==> config.mk <==
export PLATFORM = sky130hd
export DESIGN_NAME = uart_line_tx_queue
export DESIGN_NICKNAME = d
export VERILOG_FILES = /design/src/rtl/uart_line_tx_queue.sv
export SDC_FILE = /design/constraint.sdc
export NUM_CORES = 1
export LEC_CHECK = 0
export CAP_MARGIN = 20
export CORE_UTILIZATION = 64
export CTS_CLUSTER_DIAMETER = 100
export CTS_CLUSTER_SIZE = 24
export DETAILED_ROUTE_END_ITERATION = 12
export HOLD_SLACK_MARGIN = 0.05
export PLACE_DENSITY = 0.84
export SYNTH_ARGS = -nofsm -noshare
export SYNTH_HDL_FRONTEND = slang
export SYNTH_SLANG_ARGS = --single-unit
export TNS_END_PERCENT = 50
==> constraint.sdc <==
create_clock -name clk -period 14.2 [get_ports clk]
set_input_delay 2.84 -clock clk [delete_from_list [all_inputs] [get_ports clk]]
set_output_delay 2.84 -clock clk [all_outputs]
set_load 0.01 [all_outputs]
==> src/rtl/uart_line_tx_queue.sv <==
// uart_line_tx_queue: queues 8-char reply lines and sends each as 8N1 UART, byte [7] first, skipping 00 bytes, then TERMINATOR
// Ports: clk; rst_n async active-low; i_start/i_data enqueue one line;
//        o_tx serial out (idle high); o_busy queue or transmitter active; o_full FIFO full;
//        o_drop one-cycle pulse per discarded line; o_drop_cnt saturating discard count.
module uart_line_tx_queue #(
  parameter int         UART_TX_CLK_DIV = 434,
  parameter int         FIFO_DEPTH      = 4,
  parameter logic [7:0] TERMINATOR      = 8'h0A
) (
  input  logic            clk,
  input  logic            rst_n,
  input  logic            i_start,
  input  logic [7:0][7:0] i_data,
  output logic            o_tx,
  output logic            o_busy,
  output logic            o_full,
  output logic            o_drop,
  output logic [7:0]      o_drop_cnt
);
  localparam int AW = $clog2(FIFO_DEPTH);
  localparam int CW = $clog2(UART_TX_CLK_DIV);
  localparam logic [AW:0] DEPTH = (AW+1)'(FIFO_DEPTH);
  localparam logic [CW-1:0] BIT_LAST = CW'(UART_TX_CLK_DIV - 1);
  typedef enum logic [2:0] {IDLE, LOAD, START, DATA, STOP} state_t;
  state_t          state_q;
  logic [7:0][7:0] mem_q [FIFO_DEPTH];
  logic [7:0][7:0] line_q;
  logic [AW-1:0]   wr_ptr_q, rd_ptr_q;
  logic [AW:0]     count_q, count_d;
  logic [CW-1:0]   bit_cnt_q;
  logic [2:0]      bit_idx_q;
  logic [3:0]      byte_idx_q;
  logic [7:0]      shreg_q, cur;
  logic            pop, push, drop, bit_end;
  // pop looks at the registered count, so a line pushed into an empty FIFO waits one cycle
  always_comb begin
    pop = state_q == IDLE && count_q != '0;
    push = i_start && (count_q < DEPTH || pop);
    drop = i_start && !push;
    count_d = count_q + (AW+1)'(push) - (AW+1)'(pop);
    cur = byte_idx_q == 4'd0 ? TERMINATOR : line_q[3'(byte_idx_q - 4'd1)];
    bit_end = bit_cnt_q == BIT_LAST;
  end
  assign o_busy = count_q != '0 || state_q != IDLE;
  always_ff @(posedge clk) if (push) mem_q[wr_ptr_q] <= i_data;
  always_ff @(posedge clk or negedge rst_n) begin
    if (!rst_n) begin
      state_q <= IDLE;
      wr_ptr_q <= '0;
      rd_ptr_q <= '0;
      count_q <= '0;
      line_q <= '0;
      shreg_q <= '0;
      bit_cnt_q <= '0;
      bit_idx_q <= '0;
      byte_idx_q <= '0;
      o_tx <= 1'b1;
      o_full <= 1'b0;
      o_drop <= 1'b0;
      o_drop_cnt <= '0;
    end else begin
      wr_ptr_q <= wr_ptr_q + AW'(push);
      rd_ptr_q <= rd_ptr_q + AW'(pop);
      count_q <= count_d;
      o_full <= count_d == DEPTH;
      o_drop <= drop;
      o_drop_cnt <= o_drop_cnt + 8'(drop && o_drop_cnt != 8'hFF);
      bit_cnt_q <= bit_end ? '0 : bit_cnt_q + 1'b1;
      case (state_q)
        IDLE: if (pop) begin
          line_q <= mem_q[rd_ptr_q];
          byte_idx_q <= 4'd8;
          state_q <= LOAD;
        end
        // zero bytes cost one LOAD cycle each; the terminator (index 0) is always sent
        LOAD: if (byte_idx_q != 4'd0 && cur == 8'h00) byte_idx_q <= byte_idx_q - 4'd1;
        else begin
          shreg_q <= cur;
          o_tx <= 1'b0;
          bit_cnt_q <= '0;
          state_q <= START;
        end
        START: if (bit_end) begin
          o_tx <= shreg_q[0];
          shreg_q <= shreg_q >> 1;
          bit_idx_q <= '0;
          state_q <= DATA;
        end
        DATA: if (bit_end) begin
          if (bit_idx_q == 3'd7) begin
            o_tx <= 1'b1;
            state_q <= STOP;
          end else begin
            o_tx <= shreg_q[0];
            shreg_q <= shreg_q >> 1;
            bit_idx_q <= bit_idx_q + 3'd1;
          end
        end
        STOP: if (bit_end) begin
          if (byte_idx_q == 4'd0) state_q <= IDLE;
          else begin
            byte_idx_q <= byte_idx_q - 4'd1;
            state_q <= LOAD;
          end
        end
        default: state_q <= IDLE;
      endcase
    end
  end
endmodule

### Met1 routing

Cells faint in the background.
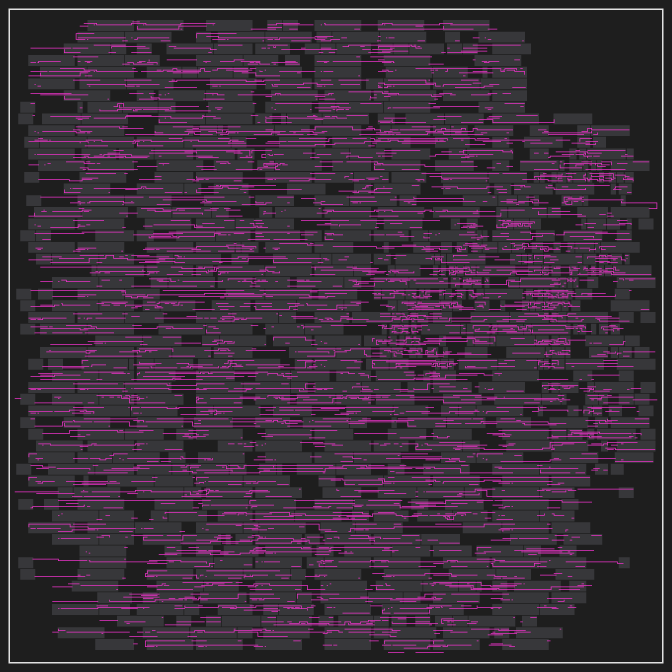
main direction: horizontal
wire length on this layer: 10800 um
nets with wire on the layer: 835
share of all routed wire: 41%
longest straight run: 41.4 um

### Met2 routing

The bar under the picture is 50 um long.
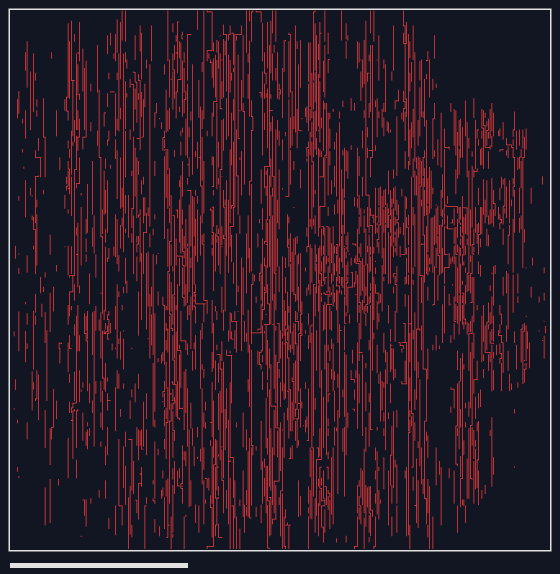
longest straight run: 66.5 um
nets with wire on the layer: 846
main direction: vertical

### Met3 routing

The bar under the picture is 50 um long.
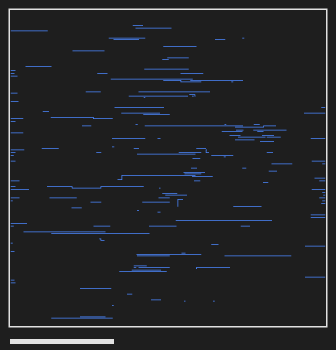
main direction: horizontal
longest straight run: 46.9 um
nets with wire on the layer: 102
share of all routed wire: 5.3%

### Met4 routing

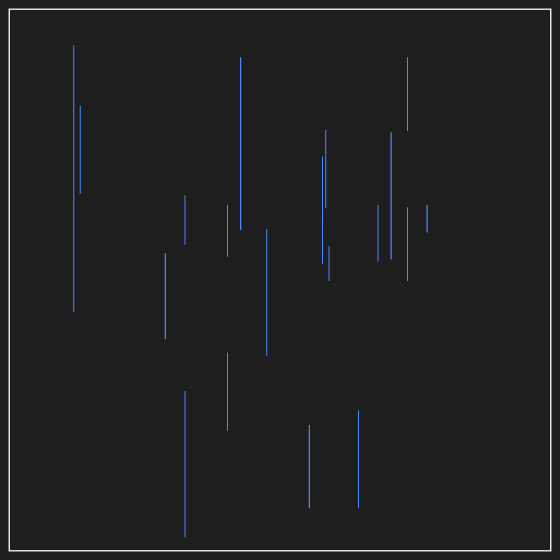
longest straight run: 74.8 um
wire length on this layer: 508 um

==> reports/qor.json <==
{
  "place": {
    "gp_routability_congestion": 0.863,
    "post_dp_cell_area_mm2": 0.0155,
    "dp_cells": 1075,
    "port_buffer_cells": 78
  },
  "worst_setup_path": {
    "cell_family_with_the_largest_share_of_critical_path_delay": "simple AND/OR/NAND/NOR gates",
    "timing.reg2reg.worst_path_depth": 10,
    "worst-path-stages": 4,
    "timing.rr.start": "state_q[1]$_DFFE_PN0P_",
    "cp.buffers_inverters": 2,
    "cp.arrival_ns": 2.74,
    "critical_path.max_fanout": 24,
    "path_class": "register to output pin"
  },
  "cells_and_area": {
    "final-comb-area_mm2": 0.00382,
    "clockBufferCount": 32,
    "final_design_area_no_fill_mm2": 0.0160,
    "logic_gate_count": 333,
    "seq_cells": 365,
    "largest_register": "mem_q",
    "nonClockBufferCount": 88,
    "layout_top_cell": "sky130_fd_sc_hd__edfxtp_1",
    "flip_flop_count_of_the_largest_register_all_copies_and_words_added": 256,
    "layout.nets": 896,
    "final.signal_inverter_count": 9,
    "reg.largest.list": "mem_q (256), line_q (64), bit_cnt_q (9)",
    "final_core_util": 0.732,
    "final-clk-cell-share": 0.0340,
    "layout.nonclk_buf_frac": 0.0532,
    "cell_class_with_the_largest_area_share": "registers"
  },
  "yosys": {
    "nets_at_floorplan": 817,
    "top_cell_area_share": 0.535,
    "enable_flop_cells": 256,
    "ys_cells": 737,
    "synth_area_leader_cell": "sky130_fd_sc_hd__edfxtp_1",
    "top_cells_by_count": "256 x sky130_fd_sc_hd__edfxtp_1, 108 x sky130_fd_sc_hd__dfrtp_1, 80 x sky130_fd_sc_hd__mux4_2, 66 x sky130_fd_sc_hd__mux2_2, 30 x sky130_fd_sc_hd__nand2_1",
    "compound_area_frac": 0.0198,
    "synth-main-ff-cell": "sky130_fd_sc_hd__edfxtp_1",
    "post_synthesis_async_set_or_reset_flop_share": 0.299,
    "post_synth_fa_ha_maj_area_fraction": 0.0118,
    "yosys.stat.seqShare": 0.725,
    "yosysMostFrequentCell": "sky130_fd_sc_hd__edfxtp_1",
    "synth_flop_count": 365,
    "ys_area_mm2": 0.0144
  },
  "final_timing": {
    "final-hold-violation-count": 0,
    "fin_crit_ns": 5.58,
    "timing.final.crit_share": 0.393,
    "achievable_freq_ghz": 0.179,
    "worst_slew_pin_slew_ns": 1.00,
    "setup_total_negative_slack_ns": 0,
    "setup_viol": 0
  },
  "flow_run": {
    "warning_count": 28,
    "drv_cap": 0
  },
  "route": {
    "dr_total_vias": 7045,
    "wl_met3_um": 1400,
    "vias_per_cell": 6.36,
    "remaining_drcs": 0,
    "sum_of_routed_wire_segments_on_met1_um": 10800,
    "drt_wl_total_um": 26200,
    "detailed_router_s_first_iteration_violation_count": 645
  },
  "global_routing": {
    "grt_first_pass_wirelength_um": 42100,
    "grt_remaining_overflow": 0,
    "groute.layer.met3.usage": 0.0299,
    "globalRouteMet1Util": 0.335,
    "number_of_antenna_violations_at_the_first_check_in_global_routing": 0
  },
  "clock_tree": {
    "clock_sinks": 365,
    "num_cts_buffers": 19,
    "tritoncts": "yes",
    "cts_max_path_buffers": 3,
    "clock_latency_ns": 0.52
  },
  "floorplanning": {
    "tap_cell_instance_count": 280,
    "area_of_the_chip_mm2": 0.0231,
    "design.core.area_mm2": 0.0219
  },
  "power_and_ir_drop": {
    "top_power_group": "sequential cells",
    "flip_flop_and_latch_power_mw": 1.31,
    "clockNetworkPower_mw": 0.576,
    "p_sw_mw": 0.475,
    "irDropWorstVdd_mv": 0.129,
    "power_density_relative_to_cell_area_mw_per_mm2": 131
  },
  "hold_path": {
    "worstHoldStart": "o_drop_cnt[7]$_DFF_PN0_"
  },
  "run_status": {
    "run_status": "finished clean"
  }
}
